<file path="src/rtl/mem_arbiter.sv">
// Two-requester main-memory arbiter (I-side CMU, D-side CMU) with whole-transaction grants.
// Optional MEM_ARB_RR_EN: ties in IDLE alternate via last_winner instead of always favouring D.
module mem_arbiter #(
  parameter int ADDR_WIDTH = 32,
  parameter int DATA_WIDTH = 32,
  parameter int CNT_WIDTH  = 16
) (
  input  logic                  clk,
  input  logic                  rst,
  input  logic                  i_cs_i,
  input  logic                  i_we_i,
  input  logic [ADDR_WIDTH-1:0] i_addr_i,
  input  logic [DATA_WIDTH-1:0] i_data_i,
  output logic [DATA_WIDTH-1:0] i_data_o,
  output logic                  i_ack_o,
  input  logic                  d_cs_i,
  input  logic                  d_we_i,
  input  logic [ADDR_WIDTH-1:0] d_addr_i,
  input  logic [DATA_WIDTH-1:0] d_data_i,
  output logic [DATA_WIDTH-1:0] d_data_o,
  output logic                  d_ack_o,
  output logic                  mem_cs_o,
  output logic                  mem_we_o,
  output logic [ADDR_WIDTH-1:0] mem_addr_o,
  output logic [DATA_WIDTH-1:0] mem_data_o,
  input  logic [DATA_WIDTH-1:0] mem_data_i,
  input  logic                  mem_ack_i,
  output logic [1:0]            grant_o,
  output logic [CNT_WIDTH-1:0]  i_ack_cnt_o,
  output logic [CNT_WIDTH-1:0]  d_ack_cnt_o
);

  typedef enum logic [1:0] {
    IDLE  = 2'd0,
    GNT_I = 2'd1,
    GNT_D = 2'd2
  } state_t;

  state_t               state_q;
  logic                 last_d_q;   // 1 = D won the most recent grant
  logic [CNT_WIDTH-1:0] i_cnt_q;
  logic [CNT_WIDTH-1:0] d_cnt_q;
  logic                 tie_pick_d;

`ifdef MEM_ARB_RR_EN
  assign tie_pick_d = ~last_d_q;
`else
  // Fixed priority: D always wins a tie; last_winner is tracked but has no effect.
  assign tie_pick_d = 1'b1 | last_d_q;
`endif

  always_ff @(posedge clk) begin
    if (!rst) begin
      state_q  <= IDLE;
      last_d_q <= 1'b0;
      i_cnt_q  <= '0;
      d_cnt_q  <= '0;
    end else begin
      case (state_q)
        IDLE: begin
          if (i_cs_i && d_cs_i) state_q <= tie_pick_d ? GNT_D : GNT_I;
          else if (d_cs_i)      state_q <= GNT_D;
          else if (i_cs_i)      state_q <= GNT_I;
        end
        GNT_I: begin
          if (mem_ack_i && !(&i_cnt_q)) i_cnt_q <= i_cnt_q + CNT_WIDTH'(1);
          if (!i_cs_i) begin
            state_q  <= IDLE;
            last_d_q <= 1'b0;
          end
        end
        GNT_D: begin
          if (mem_ack_i && !(&d_cnt_q)) d_cnt_q <= d_cnt_q + CNT_WIDTH'(1);
          if (!d_cs_i) begin
            state_q  <= IDLE;
            last_d_q <= 1'b1;
          end
        end
        default: state_q <= IDLE;
      endcase
    end
  end

  always_comb begin
    mem_cs_o   = 1'b0;
    mem_we_o   = 1'b0;
    mem_addr_o = '0;
    mem_data_o = '0;
    i_ack_o    = 1'b0;
    d_ack_o    = 1'b0;
    case (state_q)
      GNT_I: begin
        mem_cs_o   = i_cs_i;
        mem_we_o   = i_we_i;
        mem_addr_o = i_addr_i;
        mem_data_o = i_data_i;
        i_ack_o    = mem_ack_i;
      end
      GNT_D: begin
        mem_cs_o   = d_cs_i;
        mem_we_o   = d_we_i;
        mem_addr_o = d_addr_i;
        mem_data_o = d_data_i;
        d_ack_o    = mem_ack_i;
      end
      default: ;
    endcase
    // Strobes are gated by reset level, not just by the registered state.
    if (!rst) begin
      mem_cs_o = 1'b0;
      mem_we_o = 1'b0;
      i_ack_o  = 1'b0;
      d_ack_o  = 1'b0;
    end
  end

  assign grant_o     = {state_q == GNT_D, state_q == GNT_I};
  assign i_data_o    = mem_data_i;
  assign d_data_o    = mem_data_i;
  assign i_ack_cnt_o = i_cnt_q;
  assign d_ack_cnt_o = d_cnt_q;

endmodule

</file>
<file path="config.mk">
export PLATFORM = sky130hd
export DESIGN_NAME = mem_arbiter
export DESIGN_NICKNAME = d
export VERILOG_FILES = /design/src/rtl/mem_arbiter.sv
export SDC_FILE = /design/constraint.sdc
export NUM_CORES = 1
export LEC_CHECK = 0
export CAP_MARGIN = 0
export CORE_AREA = 5 5 128 130
export CTS_CLUSTER_SIZE = 24
export DETAILED_ROUTE_END_ITERATION = 16
export DIE_AREA = 0 0 133 135
export HOLD_SLACK_MARGIN = 0.03
export SETUP_SLACK_MARGIN = 0.02
export SYNTH_ARGS = -nofsm -noshare
export SYNTH_HDL_FRONTEND = slang
export SYNTH_SLANG_ARGS = --single-unit
</file>
<file path="constraint.sdc">
create_clock -name clk -period 2.3 [get_ports clk]
set_clock_uncertainty 0.05 [all_clocks]
set_input_delay 0.345 -clock clk [delete_from_list [all_inputs] [get_ports clk]]
set_output_delay 0.345 -clock clk [all_outputs]
set_load 0.01 [all_outputs]
</file>
==> run summary <==
Physical implementation status

The flow ran to the end, and the final reports show no timing, DRC or antenna violations. The vertical die dimension stands at between 100 and 150 um. Of all nets on the critical path, the largest fanout is 13. The cts-stage hold buffer count stands at 0.

The most critical setup path has its startpoint at state_q[1]. The sequential share of power stands at around a quarter. The initial antenna violation count stands at 0.

The data arrival time reported for the critical path is about 1.8 ns. The flop and latch count out of synthesis stands at 34. Counting endpoints that fail hold in the final report gives 0.

For this run, the detailed router's first-pass iteration total came to 5. The worst-case setup margin in the final layout stands at 0.0899 ns. Registers take between 600 and 700 um2. Hold analysis lists the worst path endpoint as i_ack_cnt_o[15]. Per report_power, the Sequential row totals ~0.61 mW. The max-slew headroom at the worst pin stands at 58.1%. STA classifies the critical path startpoint as a flip-flop. In the layout the commonest cells are clkdlybuf4s50_1 (169), a22oi_1 (63), nor2b_1 (63). The combinational power reported by the tool is 0.915 mW.

Setup repair after global routing left no endpoint under its margin. The analysis reports a worst IR drop on VDD of approximately 0.37 mV. The post-route fraction of the period consumed by the critical path stands at between 90 and 100%. For this design the ratio of total power to cell area is 400 nW/um2. TritonRoute reported its final design rule violation total as 0. Looking at the reg2reg group, the worst path starts from state_q[1]. Signal routing reaches up to met4. The routed wire length stands at 15.2 mm. The total overflow left after global routing is 0. The slack of the worst reg-to-reg path stands at roughly 0.27 ns. Once the clock tree was built, the resizer swapped 78 gates to a different size. The deepest clock path buffer count stands at 2. The proportion of power drawn by combinational gates stands at around two fifths. In the global route stage, overall resource usage came out at between 15 and 20%. The area of the mapped netlist stands at about 3200 um2. In the Yosys report, the sequential cells make up approximately 21% of the chip area.

The initial detailed-routing violation count stands at 154. The die width stands at ~130 um. The average instance area after synthesis stands at between 7 and 8 um2. After detailed routing, the met2 layer carries roughly 7.6 mm of wire.

The total length of routed met3 wires stands at 1.34 mm. Pins over their slew limit in the final report were tallied at 0. The post-synthesis async set-or-reset flop share stands at 0%. Per the final layout report, the fraction of cells sized above drive strength 1 comes to under 10%. The count of instantiated cells in the yosys netlist stands at about 420.

The leakage power total stands at roughly 2.2 nW. Yosys reports that the leading cell type by area covers a little over a fifth of the netlist area. The post-synth net total stands at between 500 and 600.

The CTS sink count stands at 34. For this sky-water flow run, the detailed-routed wirelength per cell is reported as about 19 um. The pin count of the biggest net entering global routing stands at 28. The final critical delay including setup and external delays stands at ~2.2 ns. The unique cell type count in the Yosys netlist stands at 38. Among all flip-flop cells after synthesis, the most frequent one is dfxtp_1. At the end of the flow the core is filled with cells to a little under two fifths. The count of buffers from port buffering stands at about 240.

The number of primary I/O pins stands at between 300 and 400. Nets still carrying antenna violations after routing amount to 0. The post-synthesis compound-gate area fraction stands at 26.3%. The worst setup path is captured at an output port. Before CTS, the worst setup slack after placement is approximately 0.0033 ns.

The number of global-route vias before repair came to 3873. The Yosys chip area stands at ~3200 um2. Fill cells in the final layout number roughly 1500. In this run, synthesis inferred 0 flip-flops with an integrated enable. Dividing the detail-routed via count by the number of cells gives slightly below 5. STA reports the tightest min-delay check as being of type flip-flop to flip-flop. The capture point of the worst register-to-register path is recorded as i_ack_cnt_o[8]. The critical path's slowest stage uses the library cell clkdlybuf4s50_1.
[stage by stage]
stage | setup TNS [ns] | total power [mW] | cells
floorplan | 0 | 1.07 | 421
finish | 0 | 2.29 | 790
global route | 0 | 2.40 | 790
global placement | 0 | 1.43 | 777
detailed placement | 0 | 1.45 | 777
CTS | -0.0457 | 2.32 | 789
[cell type report]
cell class	instances	share of cell area, %
multi-input cells	287	33.8
well taps	188	4.10
clock buffers	6	2.42
repair buffers	265	46.7
clock inverters	1	0.523
inverters	9	0.589
flip-flops and latches	34	11.9
[flip-flops by register name (all words and copies together) (netlist names)]
name         flops
d_ack_cnt_o     16
i_ack_cnt_o     16
state_q          2
Clock network drawn from the DEF:
Scale bar: 50 um.
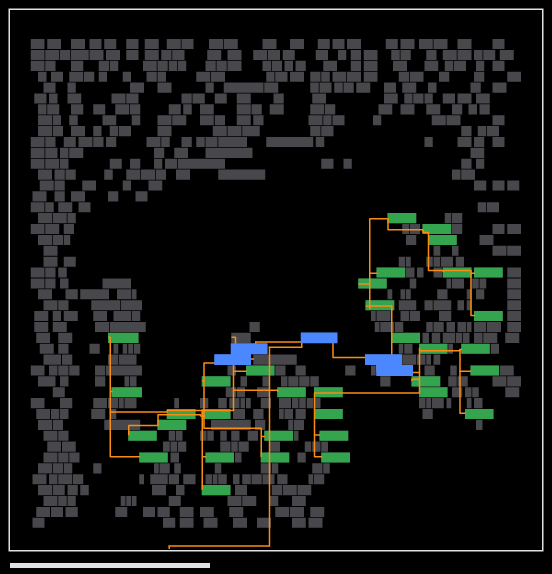
clock drivers -> blue  # count 5
clock wires -> orange  # length 532 um
flip-flops -> green  # count 34
routed clock nets = 6
clock network fraction of total power: 33.7%
Clk Latency, worst-skew pair: 0.27 ns
clock network power: 0.773 mW

Cells coloured by class:
Scale bar: 50 um.
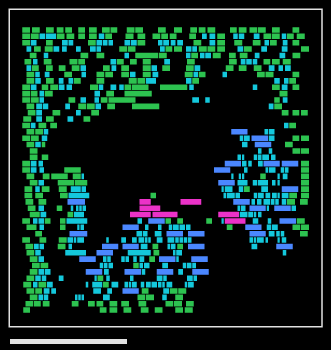
combinational and other logic -> cyan  # cells 296
clock drivers and dummy loads -> magenta  # cells 7
sequential cells -> blue  # cells 34
remaining buffers and delay cells -> green  # cells 265

Logic cells by family:
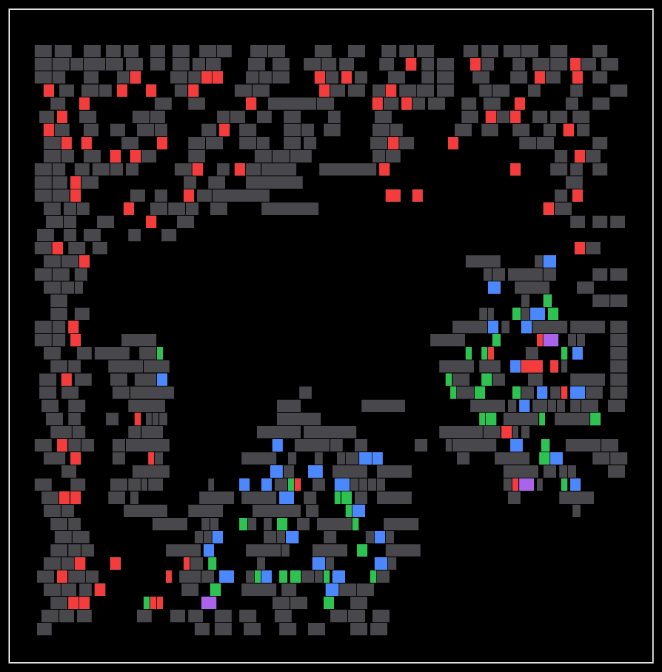
xor and xnor cells -> purple  # cells 3
nand cells -> green  # cells 37
and/or cells -> blue  # cells 34
nor cells -> red  # cells 78, where widely spread
number of standard cells in the final layout excluding fillers: 790
share of the final layout cell area in multi-input gates: 33.8%
most common cell after layout, fill and taps aside: clkdlybuf4s50_1

No activity file was given, so power comes from the tool's default toggle rates.
